===== src/rtl/branch_sequencer_pkg.sv =====
// Shared types for the branch sequencer: jump condition codes, flag register layout, FSM states.
package branch_sequencer_pkg;

    typedef enum logic [3:0] {
        COND_AL = 4'd0,
        COND_EQ = 4'd1,
        COND_NE = 4'd2,
        COND_CS = 4'd3,
        COND_CC = 4'd4,
        COND_MI = 4'd5,
        COND_PL = 4'd6,
        COND_VS = 4'd7,
        COND_VC = 4'd8,
        COND_HI = 4'd9,
        COND_LS = 4'd10,
        COND_GE = 4'd11,
        COND_LT = 4'd12,
        COND_GT = 4'd13,
        COND_LE = 4'd14,
        COND_NV = 4'd15
    } cond_e;

    // Bit order matches the {N,Z,C,V} ALU flag bus.
    typedef struct packed {
        logic n;
        logic z;
        logic c;
        logic v;
    } flags_t;

    typedef enum logic [1:0] {
        ST_BOOT     = 2'd0,
        ST_RUN      = 2'd1,
        ST_REDIRECT = 2'd2,
        ST_HALT     = 2'd3
    } state_e;

endpackage


===== src/rtl/branch_sequencer_cond_eval.sv =====
// cond_eval: purely combinational evaluation of a jump condition code against a flags value.
module branch_sequencer_cond_eval
    import branch_sequencer_pkg::*;
(
    input  flags_t flags,
    input  cond_e  cond,
    output logic   cond_true
);

    always_comb begin
        cond_true = 1'b0;
        case (cond)
            COND_AL: cond_true = 1'b1;
            COND_EQ: cond_true = flags.z;
            COND_NE: cond_true = !flags.z;
            COND_CS: cond_true = flags.c;
            COND_CC: cond_true = !flags.c;
            COND_MI: cond_true = flags.n;
            COND_PL: cond_true = !flags.n;
            COND_VS: cond_true = flags.v;
            COND_VC: cond_true = !flags.v;
            COND_HI: cond_true = flags.c && !flags.z;
            COND_LS: cond_true = !flags.c || flags.z;
            COND_GE: cond_true = (flags.n == flags.v);
            COND_LT: cond_true = (flags.n != flags.v);
            COND_GT: cond_true = !flags.z && (flags.n == flags.v);
            COND_LE: cond_true = flags.z || (flags.n != flags.v);
            COND_NV: cond_true = 1'b0;
            default: cond_true = 1'b0;
        endcase
    end

endmodule


===== src/rtl/branch_sequencer.sv =====
// Fetch-PC sequencer: holds the N/Z/C/V flags, resolves jumps from execute and redirects/flushes fetch.
module branch_sequencer
    import branch_sequencer_pkg::*;
#(
    parameter int                   REG_WIDTH = 16,
    parameter logic [REG_WIDTH-1:0] RESET_PC  = '0
) (
    input  logic                 clk,
    input  logic                 rst_n,
    input  logic                 ex_valid,
    input  logic [REG_WIDTH-1:0] ex_pc,
    input  logic                 jmp,
    input  logic [3:0]           jmpcond,
    input  logic [REG_WIDTH-1:0] joffset,
    input  logic                 nzen,
    input  logic                 cven,
    input  logic [3:0]           alu_flags,
    input  logic                 halt_req,
    input  logic                 fetch_rdy,
    output logic [REG_WIDTH-1:0] pc,
    output logic                 pc_valid,
    output logic                 flush,
    output logic                 taken,
    output logic [3:0]           flags,
    output logic                 halted
);

    localparam logic [REG_WIDTH-1:0] PC_ONE = {{(REG_WIDTH-1){1'b0}}, 1'b1};

    state_e state, state_nxt;
    flags_t flags_q;
    logic   cond_true;
    logic   jump_eval;
    logic   jump_taken;
    logic   flag_wr;

    // Condition is judged on the held flags, so a same-cycle flag write cannot affect it.
    branch_sequencer_cond_eval u_cond_eval (
        .flags     (flags_q),
        .cond      (cond_e'(jmpcond)),
        .cond_true (cond_true)
    );

    assign flags = flags_q;

    always_ff @(posedge clk or negedge rst_n) begin
        if (!rst_n) begin
            state    <= ST_BOOT;
            pc_valid <= 1'b0;
            halted   <= 1'b0;
        end else begin
            state    <= state_nxt;
            pc_valid <= (state_nxt == ST_RUN);
            halted   <= (state_nxt == ST_HALT);
        end
    end

    always_comb begin
        state_nxt = state;
        case (state)
            ST_BOOT:     state_nxt = ST_RUN;
            ST_RUN: begin
                if (jump_taken)    state_nxt = ST_REDIRECT;
                else if (halt_req) state_nxt = ST_HALT;
                else               state_nxt = ST_RUN;
            end
            ST_REDIRECT: state_nxt = ST_RUN;
            ST_HALT:     state_nxt = halt_req ? ST_HALT : ST_RUN;
            default:     state_nxt = ST_BOOT;
        endcase
    end

    // Execute is only listened to in RUN (jumps) and RUN/HALT (flag writes).
    always_comb begin
        flush      = (state == ST_REDIRECT);
        jump_eval  = (state == ST_RUN) && ex_valid && jmp;
        jump_taken = jump_eval && cond_true;
        flag_wr    = ex_valid && ((state == ST_RUN) || (state == ST_HALT));
    end

    always_ff @(posedge clk or negedge rst_n) begin
        if (!rst_n) begin
            pc      <= RESET_PC;
            taken   <= 1'b0;
            flags_q <= '0;
        end else begin
            if (jump_taken)
                pc <= ex_pc + joffset;
            else if ((state == ST_RUN) && fetch_rdy)
                pc <= pc + PC_ONE;

            if (jump_eval)
                taken <= cond_true;

            if (flag_wr && nzen) begin
                flags_q.n <= alu_flags[3];
                flags_q.z <= alu_flags[2];
            end
            if (flag_wr && cven) begin
                flags_q.c <= alu_flags[1];
                flags_q.v <= alu_flags[0];
            end
        end
    end

endmodule


===== config.mk =====
export PLATFORM = sky130hd
export DESIGN_NAME = branch_sequencer
export DESIGN_NICKNAME = d
export VERILOG_FILES = /design/src/rtl/branch_sequencer_pkg.sv /design/src/rtl/branch_sequencer_cond_eval.sv /design/src/rtl/branch_sequencer.sv
export SDC_FILE = /design/constraint.sdc
export NUM_CORES = 1
export LEC_CHECK = 0
export CELL_PAD_IN_SITES_DETAIL_PLACEMENT = 0
export CELL_PAD_IN_SITES_GLOBAL_PLACEMENT = 1
export CORE_MARGIN = 3
export CORE_UTILIZATION = 34
export CTS_CLUSTER_DIAMETER = 200
export DETAILED_ROUTE_END_ITERATION = 10
export HOLD_SLACK_MARGIN = 0.08
export PLACE_DENSITY = 0.91
export SYNTH_ARGS = -nofsm -noshare
export SYNTH_HDL_FRONTEND = slang
export SYNTH_HIERARCHICAL = 1
export SYNTH_SLANG_ARGS = --single-unit
export TNS_END_PERCENT = 1

===== constraint.sdc =====
create_clock -name clk -period 2.6 [get_ports clk]
set_input_delay 0.65 -clock clk [delete_from_list [all_inputs] [get_ports clk]]
set_output_delay 0.65 -clock clk [all_outputs]
set_load 0.02 [all_outputs]

==> Slide: Implementation Results, run 1 <==
Synthesis and Place & Route Summary

Power and ir drop
  • Clock group power: 0.000227 W
  • Pint: 0.00121 W
  • PwrDens: 634 nW/µm²
  • Comb group: 0.00110 W
  • Sequential power share: 0.344
  • Comb pwr share: 0.544
  • Pwr top: combinational cells
  • Sw frac: 0.403
  • Tot Pwr: 0.00202 W

Worst setup path
  • Reg-to-reg critical path endpoint: pc[15]
  • CP max stage delay: 500 ps
  • Worst R2R Setup Slack: 360 ps
  • CP max FO: 5
  • R2R Path Start: flags[3]
  • CP endpoint kind: flip-flop
  • Crit path buf inv count: 3
  • Crit-path cells: clkdlybuf4s50_1 > and3b_1 > nor4_2 > a41oi_2 > o311ai_2 > inv_1 > nor2_2 > inv_2 > nor4b_2 > a31oi_1 > and3_1
  • Slowest CP cell: clkdlybuf4s50_1
  • CP startpoint kind: input pin
  • Crit path DRT: 2760 ps

Global routing
  • First-pass GRT wire length: 8810 µm
  • Largest net degree at the start of global routing: 28
  • Total grt overflow: 0
  • Initial antenna violation count: 0

Yosys
  • Top cells by area: dfrtp_1, ha_1, xor2_1, xnor2_1, nand2_1
  • Area fraction in compound gates: 0.196
  • Dominant register cell: dfrtp_1
  • Post-synth top area cell: dfrtp_1
  • Synth Area in Adders: 0.104
  • Post-Syn Nets: 305
  • Yosys Instances: 240
  • Commonest cells post-synth: dfrtp_1, nand2_1, a21oi_1, ha_1, xor2_1
  • Yosys cell types: 52
  • Async set or reset register ratio after synthesis: 1.00
  • Register share after synthesis: 0.297
  • Most frequent cell after synthesis: dfrtp_1
  • Top area contributor share: 0.297
  • EDFF count, synth: 0
  • Mean area per synthesized cell: 8.79 µm²
  • Main logic family: simple AND/OR/NAND/NOR gates
  • Synthesized registers: 25
  • Mux share: 0.0403

Finish
  • Post-Route Utilization: 0.535
  • Most frequent cells in the layout: clkdlybuf4s50_1, buf_4, dfrtp_1, nand2_1
  • Antenna fix cells: 0
  • Layout non-clock buf frac: 0.289
  • Inverter count: 12
  • CLK BUF: 4
  • Comb area share: 0.457
  • Largest register FFs: 16
  • Clock-cell share: 0.0141
  • Share of cells above drive strength 1: 0.158
  • Dominant logic cell type in the layout: clkdlybuf4s50_1
  • Reg area: 626 µm²
  • Max-area cell class: logic gates
  • Multi-In Gates: 196

Detailed routing
  • # DRC: 0
  • Drt first pass iters: 4
  • Detail Route met2 WL: 2690 µm
  • Met3 wire length: 227 µm
  • Final antenna-violating net count: 0
  • Via-to-Cell Ratio: 5.12
  • Detailed router's first-iteration violation count: 60

Placed design
  • Dpl cells: 405
  • GP Congestion: 0.892
  • Placed Area: 3080 µm²
  • DP Wirelength: 4290 µm
  • Buffers on Ports: 71

CTS
  • CTS H-tree depth: 1
  • Post_cts resized: 5
  • CTS max path bufs: 2
  • Root buffer cell: clkbuf_8
  • # clock sinks: 25
  • Post-CTS setup buffers: 0
  • Cts bufs inserted: 3

Hold path
  • Hold path endpoint: taken
  • WHS Path Cells: 2
  • Hold Crit Class: reg2reg
  • Min-Delay Startpoint: taken

STA
  • Fin crit period: 2480 ps
  • Final hold violation count: 0
  • Cycle use final: 0.954
  • Hold Worst Slack: 505 ps

Floorplanning
  • Chip Area: 7190 µm²
  • Tap cells: 75
  • Number of placement rows: 28
  • Ports: 72

Run status
  • Status: complete, no violations

Job
  • Max Cap Viol: 0
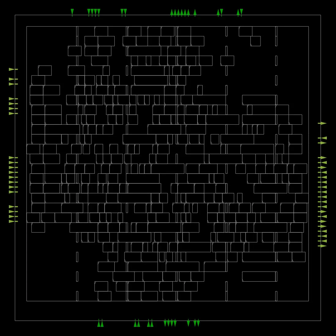
run_1/placement.png
flop share of the area: 0.196
core area: 5960 µm²
Post-Layout Cell Count: 410
fillers: 558

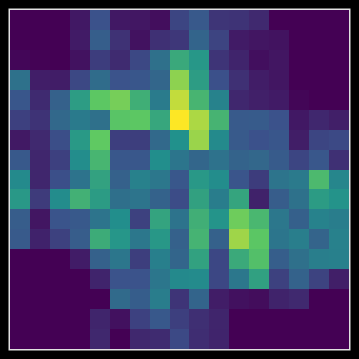
run_1/metal_density.png
Scale: 4 px per µm. The die is cut into 17 by 17 equal tiles; dark purple is low, yellow is high, scaled to the fullest tile. Values are wire area over tile area, all layers added.
tiles over half the peak	16%
mean over tiles	0.12
nearly empty tiles	21%
emptiest ninth of the die	north-east
fullest tile	0.44
densest ninth of the die	centre
GRT Resource Usage Total: 0.145
Routed WL: 5260 µm
WL/cell: 12.8 µm
routed vias: 2101

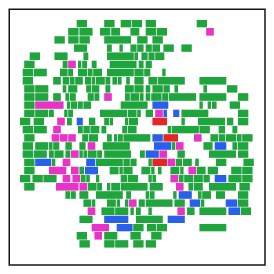
run_1/sizes.png
Scale: 3 px per µm.
size	colour	cells	share	most used
_0 and _1 cells	green	282	84%	clkdlybuf4s50_1
_6 and larger	red	3	0.90%	clkbuf_8
_2 cells	blue	19	5.7%	mux2_2
_3 and _4 cells	magenta	31	9.3%	buf_4
layout buffer count excluding clock buffers: 98
PnR worst setup slack: 119 ps
Syn-to-layout area delta: 50.9%
design area: 3180 µm²

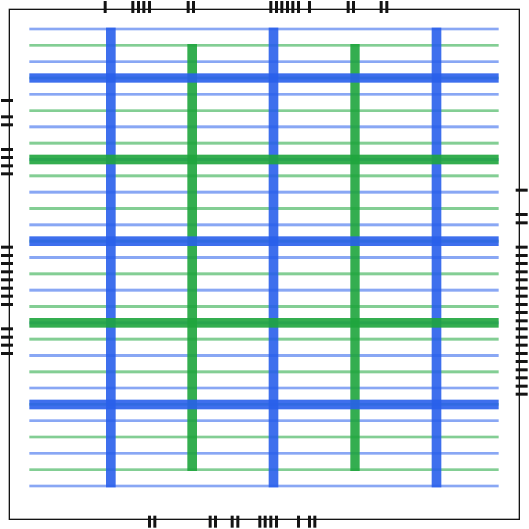
run_1/power_grid.png
Scale: 6 px per µm. Pins as bars on the die edge.
net	colour
VDD	green
VSS	blue
rows	28
met5 straps	5
met4 straps	5
signal pins	72
Die Wd: 84.8 µm
maximum VDD drop: 237 µV
die height: 84.8 µm

run_1/detail.png
Window x 17 to 67, y 34 to 84 µm. Cells in grey, sequential cells in the stronger grey; small squares are vias.
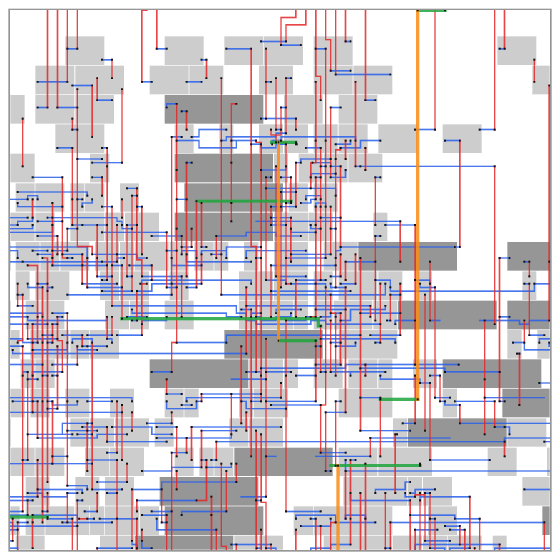

==> run 2, diff against run 1 <==
CTS_BUF_LIST = sky130_fd_sc_hd__clkbuf_8   (was default)
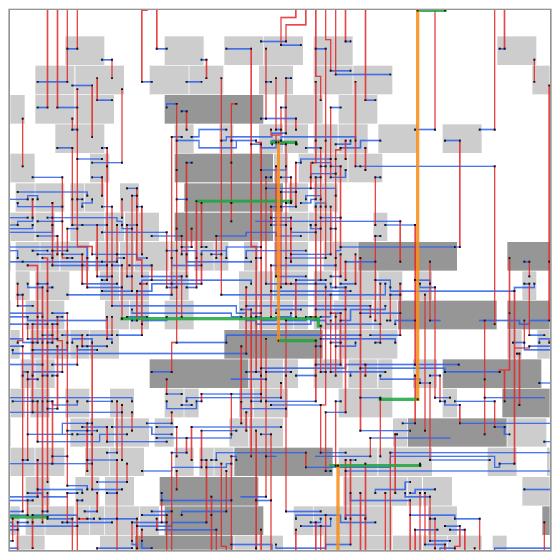
run_2/detail.png
Window x 17 to 67, y 34 to 84 µm. Cells in grey, sequential cells in the stronger grey; small squares are vias.
layer	colour
metal 1	blue
metal 4	orange
metal 2	red
metal 3	green
most frequent	clkdlybuf4s50_1 (17), nand2_1 (16)
sequential cells in the window	14
cells with their middle in the window	167
netlist names of flops here include	pc (12)

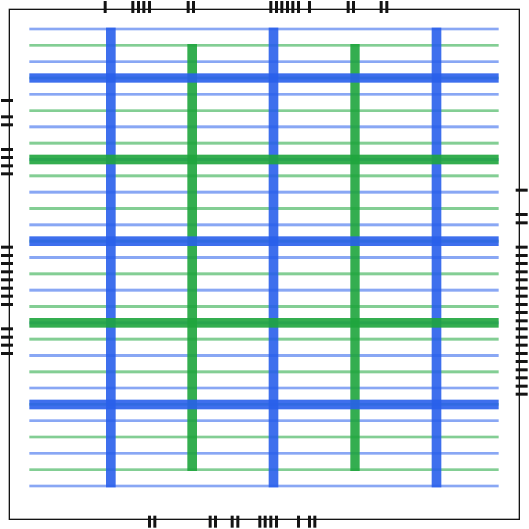
run_2/power_grid.png
Scale: 6 px per µm. Pins as bars on the die edge.
net	colour
VSS	blue
VDD	green
met1 rails	29
met4 straps	5
rows	28
maximum VDD drop: 241 µV

==> Slide: Implementation Results, run 2 <==
Synthesis and Place & Route Summary

Yosys
  • EDFF count, synth: 0
  • Yosys cell types: 52
  • Commonest cells post-synth: dfrtp_1, nand2_1, a21oi_1, ha_1, xor2_1
  • Async set or reset register ratio after synthesis: 1.00
  • Area fraction in compound gates: 0.196
  • Dominant register cell: dfrtp_1
  • Post-synth top area cell: dfrtp_1
  • Top area contributor share: 0.297
  • Synthesized registers: 25

Power and ir drop
  • Sequential power share: 0.344
  • Comb group: 0.00110 W
  • Clock group power: 0.000226 W
  • PwrDens: 634 nW/µm²

Hold path
  • Min-Delay Startpoint: taken
  • Hold path endpoint: taken

Finish
  • Fillers: 558
  • Multi-In Gates: 196
  • Design area: 3180 µm²
  • Share of cells above drive strength 1: 0.158
  • Layout non-clock buf frac: 0.289

CTS
  • CTS H-tree depth: 1
  • # clock sinks: 25
  • CTS max path bufs: 2
  • Cts bufs inserted: 3

Placed design
  • DP Wirelength: 4290 µm
  • Dpl cells: 405
  • Placed Area: 3080 µm²
  • GP Congestion: 0.892

Detailed routing
  • Routed vias: 2109
  • Via-to-Cell Ratio: 5.14

Global routing
  • Initial antenna violation count: 0

Worst setup path
  • CP max stage delay: 500 ps
  • Slowest CP cell: clkdlybuf4s50_1

Run status
  • Status: complete, no violations

Floorplanning
  • Core area: 5960 µm²
No activity file was given, so power comes from the tool's default toggle rates.
